Design matrix_scroller, sky130hd; sources not shown.
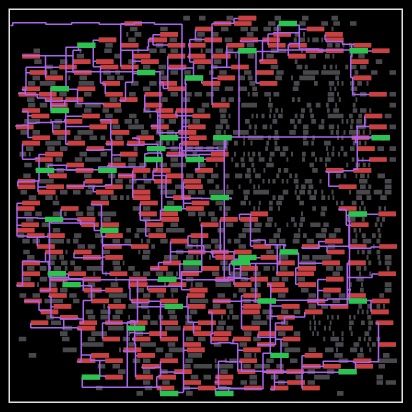
clock_map.png
Drawn at 2 px/um.
clock wires: shown in purple, length 4,190 um. flip-flops: shown in red, count 290. cells driving clock nets: shown in green, count 37.
There are 38 routed clock nets. Position of the flops: widely spread.
share of power burned in the clock network: 22.4%
clk pwr: 2050 uW

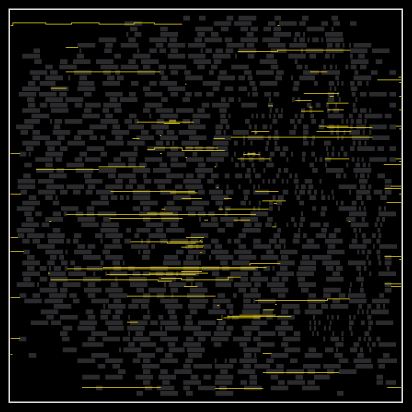
met3.png
Drawn at 2 px/um. Cells faint in the background.
78 nets have wire on it. The layer holds 3.8% of the routed length. The longest straight run is 94.5 um.
total via count in the routed design: 9,897
met3 global-route usage: 3.78%

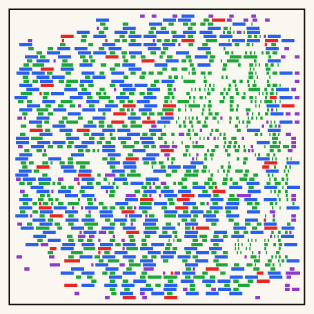
cell_classes.png
Drawn at 1.5 px/um.
flip-flops: shown in blue, cells 290, share of their area 44%. all other logic: shown in green, cells 749, share of their area 42%. clock drivers and dummy loads: shown in red, cells 56, share of their area 6.7%. other buffers and delay cells: shown in purple, cells 128, share of their area 6.5%.
Final Cell Area: 17,000 um2
number of placement rows: 70

==> impl_report.txt <==
=== SYNTHESIS / PLACE & ROUTE SUMMARY ===
----------------------------------------------------
[Status]
  Status ........................ complete, no violations

[Drt]
  Mean routed wirelength per cell ........................ 26.6 um
  DRC violation total after the first TritonRoute iteration ........................ 506
  Drc violations ........................ 0

[Place]
  Placement Cell Area ........................ 15,900 um2
  Number of port buffers ........................ between 40 and 50
  Worst slack at placement ........................ between 1.5 and 2 ns
  Half-perimeter wire length after detailed placement ........................ around 31,000 um

[Floorplanning]
  Total Die Area ........................ 38,300 um2

[CTS]
  Number of sinks handled by clock tree synthesis ........................ 290
  Maximum count of clock buffers along a single path ........................ 3
  Clock slew at the register clock pins of the worst setup and hold paths ........................ 0.05 ns
  CTS HTree Levels ........................ 2

[Pwr]
  Ratio of total power to cell area ........................ 538 nW/um2
  Leakage dissipation ........................ 0.00704 uW

[Timing]
  Worst max-slew margin expressed relative to the limit ........................ roughly a fifth
  Total negative slack ........................ 0 ns
  Unrepaired setup endpoints after global routing ........................ no
  Final hold violation count ........................ 0
  Slew Viols, Final ........................ 0

[Logic synthesis]
  Nets at Floorplan ........................ 1,149
  Most instantiated cells after synthesis ........................ 290 x dfrtp_1, 274 x mux2_2, 72 x nand2_1

[Global route]
  First-pass GRT wire length ........................ 67,800 um

[Cells and area]
  Combined area of the multi-input logic cells ........................ 6920 um2
  Share of final-layout standard cells stronger than drive strength 1 ........................ 33.2%
  Max FFs per register ........................ 256
  # diodes ........................ 0
  Most used cells in the layout excluding fill and tap cells ........................ 290 x dfrtp_1, 274 x mux2_2, 72 x nand2_1

[Setup path]
  CP max stage cell ........................ clkbuf_1
  WP data arrival ........................ 4.45 ns
  Crit. End Element ........................ register

[Hold path]
  Kind of path behind the tightest hold check ........................ in2async

----------------------------------------------------
[cell type report]
cell class / instances / share of cell area [%]
Sequential cell: 290 / 42.8
Multi-Input combinational cell: 737 / 40.8
Clock buffer: 52 / 6.15
Tap cell: 468 / 3.45
Timing Repair Buffer: 52 / 3.37
Buffer: 76 / 2.91
Clock inverter: 4 / 0.346
Inverter: 12 / 0.265
[routing by layer]
metal  global-route usage, %  wire length [um]
met1                    31.8             20300
met3                    3.78              1730
met5                       0                 0
met2                    41.1             22200
met4                    5.64               824
[report_power, final]
| group | switching, uW | internal, uW | leakage (uW) |
|---|---|---|---|
| clock network | 817 | 1230 | 0.000534 |
| logic | 1990 | 1700 | 0.00309 |
| registers | 489 | 2900 | 0.00341 |
Power figures rest on the tool's default switching activity, not on a simulated workload.
